**src/rtl/multiplicador_param.sv**
```systemverilog
// multiplicador_param: sequential shift-add multiplier, WIDTH-bit operands,
// unsigned or two's-complement, 2*WIDTH-bit product after WIDTH+1 clocks.
// Signed operands are reduced to magnitudes at acceptance and the sign is
// re-applied once in the SIGN state, so the RUN loop is purely unsigned.
module multiplicador_param #(
  parameter int WIDTH = 8
) (
  input  logic                 clk,
  input  logic                 reset_n,
  input  logic                 start,
  input  logic                 signed_op,
  input  logic [WIDTH-1:0]     a,
  input  logic [WIDTH-1:0]     b,
  output logic                 busy,
  output logic                 done,
  output logic [2*WIDTH-1:0]   result
);

  localparam int PW = 2 * WIDTH;
  localparam int CW = $clog2(WIDTH);

  typedef enum logic [1:0] {
    S_IDLE,
    S_RUN,
    S_SIGN,
    S_DONE
  } state_t;

  state_t          state_q, state_d;
  logic [WIDTH-1:0] mcand_q, mcand_d;
  logic [WIDTH-1:0] mplier_q, mplier_d;
  logic            neg_q, neg_d;
  logic [PW-1:0]   acc_q, acc_d;
  logic [CW-1:0]   cnt_q, cnt_d;
  logic            busy_q, busy_d;
  logic            done_q, done_d;
  logic [PW-1:0]   result_q, result_d;

  // |x| as an unsigned WIDTH-bit value; the most negative value maps to 2^(WIDTH-1)
  function automatic logic [WIDTH-1:0] magnitude(input logic [WIDTH-1:0] x,
                                                 input logic             is_signed);
    return (is_signed && x[WIDTH-1]) ? (~x + WIDTH'(1)) : x;
  endfunction

  // Next-state, datapath and registered-output computation
  always_comb begin
    state_d  = state_q;
    mcand_d  = mcand_q;
    mplier_d = mplier_q;
    neg_d    = neg_q;
    acc_d    = acc_q;
    cnt_d    = cnt_q;
    result_d = result_q;

    case (state_q)
      S_IDLE, S_DONE: begin
        if (start) begin
          mcand_d  = magnitude(a, signed_op);
          mplier_d = magnitude(b, signed_op);
          neg_d    = signed_op & (a[WIDTH-1] ^ b[WIDTH-1]);
          acc_d    = '0;
          cnt_d    = '0;
          state_d  = S_RUN;
        end else begin
          state_d  = S_IDLE;
        end
      end
      S_RUN: begin
        acc_d = acc_q + (mplier_q[cnt_q] ? (PW'(mcand_q) << cnt_q) : '0);
        cnt_d = cnt_q + CW'(1);
        if (cnt_q == CW'(WIDTH - 1)) begin
          state_d = S_SIGN;
        end
      end
      S_SIGN: begin
        result_d = neg_q ? (~acc_q + PW'(1)) : acc_q;
        state_d  = S_DONE;
      end
      default: state_d = S_IDLE;
    endcase

    busy_d = (state_d == S_RUN) || (state_d == S_SIGN);
    done_d = (state_d == S_DONE);
  end

  // Single state register for FSM, datapath and outputs
  always_ff @(posedge clk or negedge reset_n) begin
    if (!reset_n) begin
      state_q  <= S_IDLE;
      mcand_q  <= '0;
      mplier_q <= '0;
      neg_q    <= 1'b0;
      acc_q    <= '0;
      cnt_q    <= '0;
      busy_q   <= 1'b0;
      done_q   <= 1'b0;
      result_q <= '0;
    end else begin
      state_q  <= state_d;
      mcand_q  <= mcand_d;
      mplier_q <= mplier_d;
      neg_q    <= neg_d;
      acc_q    <= acc_d;
      cnt_q    <= cnt_d;
      busy_q   <= busy_d;
      done_q   <= done_d;
      result_q <= result_d;
    end
  end

  assign busy   = busy_q;
  assign done   = done_q;
  assign result = result_q;

endmodule
```
**config.mk**
```make
export PLATFORM = sky130hd
export DESIGN_NAME = multiplicador_param
export DESIGN_NICKNAME = d
export VERILOG_FILES = /design/src/rtl/multiplicador_param.sv
export SDC_FILE = /design/constraint.sdc
export NUM_CORES = 1
export LEC_CHECK = 0
export CORE_MARGIN = 2
export CORE_UTILIZATION = 52
export DETAILED_ROUTE_END_ITERATION = 10
export GPL_TIMING_DRIVEN = 0
export PLACE_DENSITY = 0.77
export SYNTH_ARGS = -nofsm -noshare
export SYNTH_HDL_FRONTEND = slang
export SYNTH_SLANG_ARGS = --single-unit
```
**constraint.sdc**
```tcl
create_clock -name clk -period 3.5 [get_ports clk]
set_clock_uncertainty 0.1 [all_clocks]
set_input_delay 0.35 -clock clk [delete_from_list [all_inputs] [get_ports clk]]
set_output_delay 0.35 -clock clk [all_outputs]
set_load 0.05 [all_outputs]
```
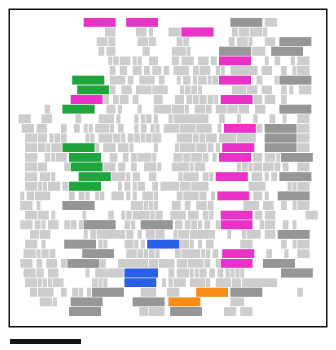
Run 1: sequential cells colored by netlist name
The bar under the picture is 20 µm long. Other sequential cells in the stronger gray, the rest of the logic in the fainter gray.
| signal | color | placed flops |
|---|---|---|
| acc_q | magenta | 16 |
| mcand_q | green | 8 |
| cnt_q | blue | 3 |
| state_q | orange | 2 |
Sequential Power: 799 µW
post-layout util: 62.4%

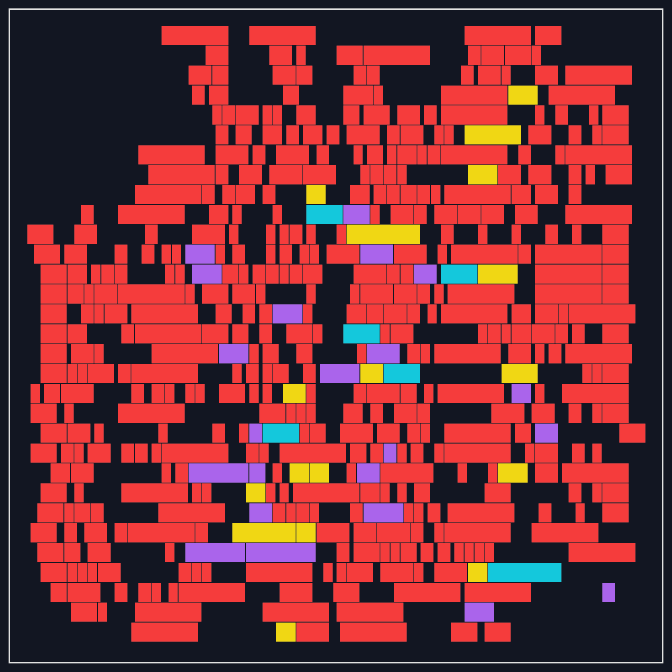
Run 1: drive-strength map
| size | color | cells | most used |
|---|---|---|---|
| x1 and smaller | red | 437 | nand2_1 |
| x3 and x4 | yellow | 17 | buf_4 |
| x6 and larger | cyan | 6 | clkbuf_8 |
| x2 | purple | 22 | mux2_2 |
post-synthesis to final-layout area growth: 18.1%
final instance area: 0.00446 mm²
Non-clk bufs: 57
PnR worst setup slack: 169 ps

==> reports/results.txt, run 1 <==
Crit start category -> flip-flop
Hold_buf cts -> 0
Failing checks -> hold timing
Hold Fails Final Rpt -> 5
Die span in y -> 89.2 µm
Maximum VDD drop -> 0.000187 V
Yosys cell types -> 47
Critical Path Fanout Max -> 9
Root Driver -> clkbuf_8
Top cells, area -> dfrtp_1, ha_1, o21ai_0, nand2_1, xor2_1
Simple share -> 19.1%
PwrDens -> 444 mW/mm²
Avg Synthesized Cell Area -> 8.63 µm²
CP Capture Type -> flip-flop
Drt via density -> 5.47
Clk pwr share -> 17.3%
Routed Antenna Nets -> 0
Fraction of layout cells with a size suffix above 1 -> 9.34%
Crit-path cells -> buf_4 -> mux4_2 -> nand2b_2 -> nor4b_4 -> ha_2 -> inv_1 -> fa_1 -> nor2b_2 -> o211ai_1 -> a31oi_2 -> o211a_1 -> o21ai_0 -> a211o_1
Post-synthesis sequential area ratio -> 37.2%
Crit path required time -> 3610 ps
Worst slack at placement -> -432 ps
Num rows -> 31
Ys cells -> 437
Final nets -> 526
Vias in the first global route -> 3043
Slew Viols, Final -> 0
Outcome -> complete, but fails checks
Clock buffer depth -> 2
Mapped Cells -> 437
CTS Sinks -> 56
Fin Hold WS -> -1.53 ps
Finished Layout Cells -> 581
Net Sw Power -> 754 µW
P_leak -> 0.00198 µW
Yosys adder share -> 8.16%
DR iter-0 viols -> 219
Relative slew slack -> 41.5%
Asr flop ratio synth -> 100%
Fill cell count -> 652
Post-synth regs -> 56
Global route overflow -> 0
Setup violations, final -> 0
CTS Buf Count -> 5
Largest net degree at the start of global routing -> 33
Fp util -> 52.8%
Core footprint -> 0.00714 mm²
Max stage delay on crit path -> 410 ps
Fmax -> 300 MHz
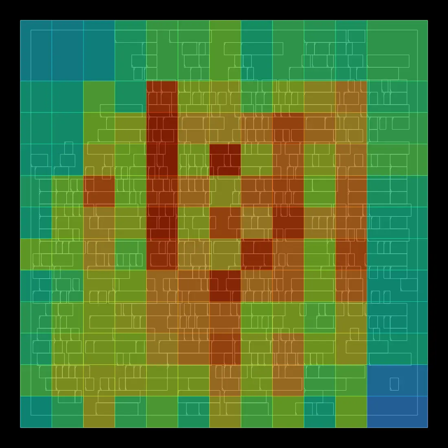
Run 1: routing congestion
wire per inst: 14.2 µm
GR peak layer: met2
GRT met3 Usage: 2.86%
GRT Total Usage: 22.0%

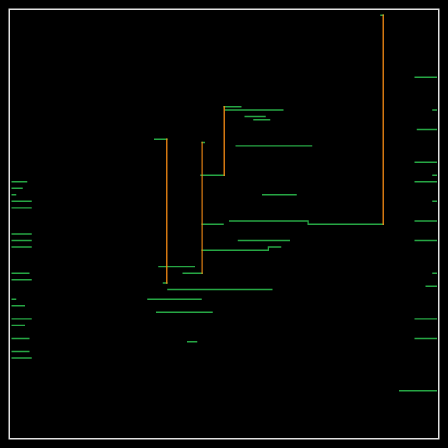
Run 1: signal wires by layer
Two of the layers only.
| layer | color | wire length |
|---|---|---|
| M3 | green | 276 µm |
| M4 | orange | 115 µm |
via count: 3178
Total Wirelength: 8.27 mm

## run 1: worst max-delay path, delay by kind of cell (launching register included)
kind                       cells  cell delay [ps]
and+or+nand+nor                3              540
AOI/OAI and AO/OA              5              970
DFF                            1              400
buffers and inverters          2              230
adders and majority gates      2              630
muxes                          1              340
## run 1: logic make-up (layout without fill, tap and decap cells)
group / Yosys count / after routing
buffers and inverters: 36 / 81
AND-OR/OR-AND: 116 / 116
flip-flops: 56 / 56
AND/OR/NAND/NOR: 153 / 153
XOR/XNOR: 35 / 35
multiplexers: 17 / 17
adder cells (fa/ha/maj): 24 / 24
## run 1: metal layers
metal | track usage [%] | routed length, µm
met1 | 27.4 | 3690
met2 | 40.3 | 4180
met3 | 2.86 | 275
met4 | 5.02 | 114
met5 | 0 | 0
## run 1: cells in the mapped netlist (3+ instances only)
library cell  count
a211oi_1          3
a21o_1            4
a21oi_1          37
a31oi_1           5
and2_1            5
clkbuf_1         18
dfrtp_1          56
ha_1             23
inv_1            17
mux2_2            5
mux2i_1           9
nand2_1          60
nand2b_1          7
nand3_1           7
nor2_1           43
nor2b_1           5
nor3_1            6
o21ai_0          46
o31ai_1           6
or3_1             4
xnor2_1          12
xor2_1           23
## run 1: per-stage QoR
stage	utilization [%]	power [µW]
floorplan	-	1400
global placement	59.6	1570
detailed placement	60.0	1600
CTS	61.4	1950
global route	62.4	2130
finish	62.4	1980
## run 1: power groups by stage
stage / Sequential (µW) / Clock (µW) / Combinational (µW)
5_1_grt: 812 / 379 / 940
3_3_place_gp: 804 / 0 / 762
4_1_cts: 802 / 351 / 793
6_report: 799 / 343 / 838
2_1_floorplan: 795 / 0 / 607
3_5_place_dp: 809 / 0 / 787
## run 1: flip-flops by register name, summed over array words and instances, names as in the netlist
name and count:
cnt_q 3, mplier_q 8, done 1, busy 1
acc_q 16, state_q 2, neg_q 1, result 16
mcand_q 8
## run 1: worst paths after layout
check                      depth (start not counted)  slack (ps)         from           to
min                                                1          -2      reset_n     acc_q[8]
max in group asynchronous                          2        2730      reset_n     cnt_q[1]
max reg2reg                                       13         170     cnt_q[0]    acc_q[14]
min in group clk                                   3         370    signed_op        neg_q
min reg2reg                                        2         390  mplier_q[0]  mplier_q[0]
max                                               13         170     cnt_q[0]    acc_q[14]
## run 1: cell type report
cell class	count	area [µm²]	share of cell area (%)
Clock buffer	5	68.8	1.54
Multi-Input combinational cell	345	2300	51.7
Inverter	17	63.8	1.43
Sequential cell	56	1400	31.5
Clock inverter	2	12.5	0.281
Timing Repair Buffer	40	405	9.10
Tap cell	99	124	2.78
Buffer	17	76.3	1.71
## run 1: cell usage in the layout (no fill, tap or decap), types with 3 or more instances in the layout
master	instances
nand3_1	7
and2_1	3
clkdlybuf4s50_1	35
o21ai_0	45
clkbuf_8	5
or3_1	4
o31ai_1	6
buf_4	5
ha_1	21
inv_1	17
a21oi_1	36
nand2b_1	6
a31oi_1	4
mux2i_1	9
mux2_2	5
nor2b_1	4
nor2_1	43
nor3_1	5
clkbuf_1	13
dfrtp_1	55
a21o_1	4
xor2_1	23
xnor2_1	12
nand2_1	59
==> run 1 -> run 2 <==
--- a/config.mk
+++ b/config.mk
@@ -5,6 +5,7 @@
 export SDC_FILE = /design/constraint.sdc
 export NUM_CORES = 1
 export LEC_CHECK = 0
+export CAP_MARGIN = 40
 export CORE_MARGIN = 2
 export CORE_UTILIZATION = 52
 export DETAILED_ROUTE_END_ITERATION = 10
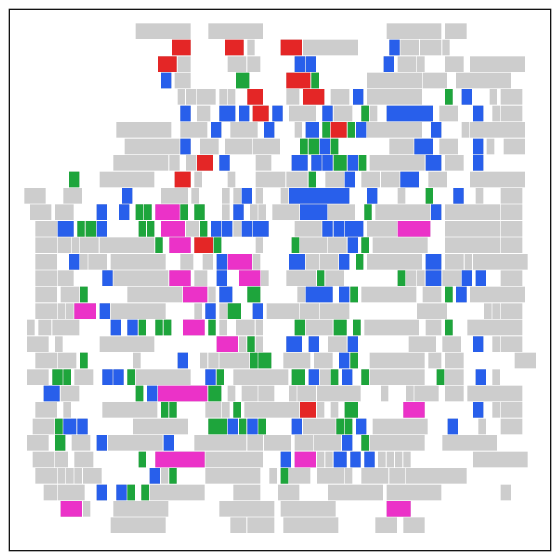
Run 2: gate families picked out
| family | color | cells |
|---|---|---|
| non-inverting ao/oa cells | red | 13 |
| mux cells | magenta | 17 |
| nand cells | green | 76 |
| aoi and oai cells | blue | 103 |
most numerous logic cell after layout: nand2_1
multi-input gate share of the layout cell area: 51.7%

==> reports/results.txt, run 2 <==
Setup TNS Final -> 0 ps
Dominant flop cell -> dfrtp_1
R2R Path End -> acc_q[14]
DRT Pass-1 Iters -> 4
Via count -> 3178 (unchanged)
Slew Viols, Final -> 0 (unchanged)
Cell Area, Synth -> 0.00377 mm²
DR iter-0 viols -> 219 (unchanged)
Fraction of layout cells with a size suffix above 1 -> 9.34% (unchanged)
Crit path required time -> 3610 ps (about the same)
Clk pwr share -> 17.3% (about the same)
Root Driver -> clkbuf_8
Critical R2R Launch -> cnt_q[0]
CTS Buf Count -> 5 (unchanged)
Largest net degree at the start of global routing -> 33 (unchanged)
Yosys cell types -> 47 (unchanged)
Total power -> 1980 µW (unchanged)
Max-area cell share -> 37.2%
Asr flop ratio synth -> 100% (unchanged)
CTS tree -> done
Drt via density -> 5.47 (unchanged)
P_leak -> 0.00198 µW (unchanged)
Ys cells -> 437 (unchanged)
Synth warnings -> 0
Avg Synthesized Cell Area -> 8.63 µm² (unchanged)
Wire per inst -> 14.2 µm (unchanged)
Global placer's final weighted congestion -> 0.862
Critical Path Fanout Max -> 9 (unchanged)
Latency at later pin -> 310 ps
Top cells, area -> dfrtp_1, ha_1, o21ai_0, nand2_1, xor2_1
Die width -> 89.2 µm
Antenna cells -> 0
CP Capture Type -> flip-flop
Post-synthesis to final-layout area growth -> 18.1% (unchanged)
Post-synth regs -> 56 (unchanged)
Hold_buf cts -> 0 (unchanged)
Post-synthesis sequential area ratio -> 37.2% (unchanged)
Vias in the first global route -> 3043 (unchanged)
Fin Hold WS -> -1.53 ps (unchanged)
First-pass GRT wire length -> 13.7 mm
Outcome -> complete, but fails checks
Failing checks -> hold timing
Top cells by count -> nand2_1, dfrtp_1, o21ai_0, nor2_1, a21oi_1
Relative slew slack -> 41.5% (unchanged)
Clock buffer depth -> 2 (unchanged)
Fp util -> 52.8% (unchanged)
Top-count cell post-synth -> nand2_1
Net Sw Power -> 754 µW (unchanged)
Routed Antenna Nets -> 0 (unchanged)
Cells on worst reg2reg path -> 13 (unchanged)
CTS Sinks -> 56 (unchanged)
Setup violations, final -> 0 (unchanged)
Final nets -> 526 (unchanged)
Die span in y -> 89.2 µm (unchanged)
HPWL after DPL -> 6.39 mm
Crit start category -> flip-flop
Total Wirelength -> 8.27 mm (unchanged)
Core footprint -> 0.00714 mm² (unchanged)
Fmax -> 300 MHz (unchanged)
Num rows -> 31 (unchanged)
Global route overflow -> 0 (unchanged)
Mapped Cells -> 437 (unchanged)
Maximum VDD drop -> 0.000187 V (unchanged)
Most frequent cells in the layout -> nand2_1, dfrtp_1, o21ai_0
R2R Setup Slk -> 170 ps (about the same)
PwrDens -> 444 mW/mm² (unchanged)
GRT Total Usage -> 22.0% (unchanged)
Period Utilization, post-route -> 95.2%
Hold Fails Final Rpt -> 5 (unchanged)
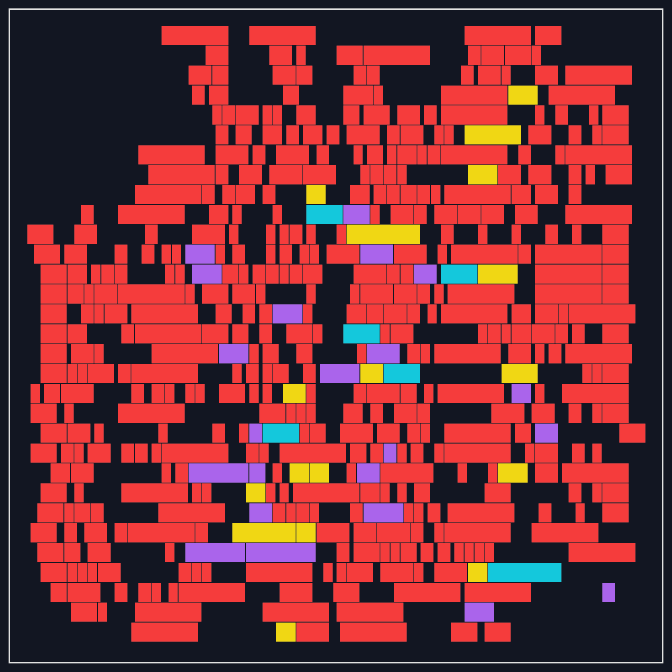
Run 2: drive-strength map
| size | color | cells | most used |
|---|---|---|---|
| x1 and smaller | red | 437 | nand2_1 |
| x2 | purple | 22 | mux2_2 |
| x6 and larger | cyan | 6 | clkbuf_8 |
| x3 and x4 | yellow | 17 | buf_4 |

[run 2: cell counts after synthesis]
Identical to the previous run, type by type.
[run 2: what timing repair did]
action | CTS | global route
resized | 9 | 17
buffers inserted | 0 | 3
endpoints found under the setup margin | 5 | 7
pin swaps | 0 | 5
endpoints found under the hold margin | 0 | 0
[run 2: area by class of cell]
type / instances / area, µm²
Tap cell: 99 / 124
Inverter: 17 / 63.8
Multi-Input combinational cell: 345 / 2300
Clock inverter: 2 / 12.5
Sequential cell: 56 / 1400
Fill cell: 652 / 2680
Clock buffer: 5 / 68.8
Buffer: 17 / 76.3
Timing Repair Buffer: 40 / 405
[run 2: kinds of logic (layout without fill, tap and decap cells)]
logic type / count (synthesis) / after routing / synth area share (%)
xor gates and xnor gates: 35 / 35 / 8.13
DFF: 56 / 56 / 37.2
buffers and inverters: 36 / 81 / 3.68
AOI/OAI and AO/OA: 116 / 116 / 18.2
and+or+nand+nor: 153 / 153 / 19.1
muxes: 17 / 17 / 5.47
adders and majority gates: 24 / 24 / 8.16
[run 2: routing by layer]
| metal | track usage [%] | up-vias | part of all wire [%] |
|---|---|---|---|
| met1 | 27.4 | 1490 | 45 |
| met4 | 5.02 | 0 | 1.4 |
| met3 | 2.86 | 10 | 3.3 |
| met2 | 40.3 | 64 | 51 |
| met5 | 0 | - | 0 |
| li1 | - | 1614 | - |
[run 2: worst max-delay path: stages, from the launching register on]
cell and delay, ps:
dfrtp_1 400, buf_4 180, mux4_2 340, nand2b_2 110, nor4b_4 280, ha_2 220, inv_1 50, fa_1 410
nor2b_2 150, o211ai_1 130, a31oi_2 240, o211a_1 210, o21ai_0 90, a211o_1 300
[run 2: worst max-delay path by stage]
stage | from | end | slack, ps | cells past startpoint
final | cnt_q[0] | acc_q[14] | 170 | 13
after global placement | cnt_q[0] | acc_q[11] | -380 | 13
after floorplan | cnt_q[0] | acc_q[11] | 110 | 13
after CTS | cnt_q[0] | acc_q[11] | 30 | 12
after detailed placement | cnt_q[0] | acc_q[11] | -430 | 13
after global routing | cnt_q[0] | acc_q[11] | -9 | 12
[run 2: power groups by stage]
| stage | Clock, µW | Sequential (µW) | Combinational (µW) |
|---|---|---|---|
| 2_1_floorplan | 0 | 795 | 607 |
| 6_report | 343 | 799 | 838 |
| 3_5_place_dp | 0 | 809 | 787 |
| 3_3_place_gp | 0 | 804 | 762 |
| 5_1_grt | 379 | 812 | 940 |
| 4_1_cts | 351 | 802 | 793 |
[run 2: stage by stage]
step                util (%)  std cells  worst slack, ps  cell area [µm²]  hold slack (ps)
detailed placement      60.0        573             -432             4280              351
global route            62.4        581            -8.81             4460             48.8
finish                  62.4        581              169             4460            -1.53
global placement        59.6        572             -376             4260              359
CTS                     61.4        578             31.0             4380             15.5
floorplan                  -        437              110             3770            -45.6
No activity file was given, so power comes from the tool's default toggle rates.
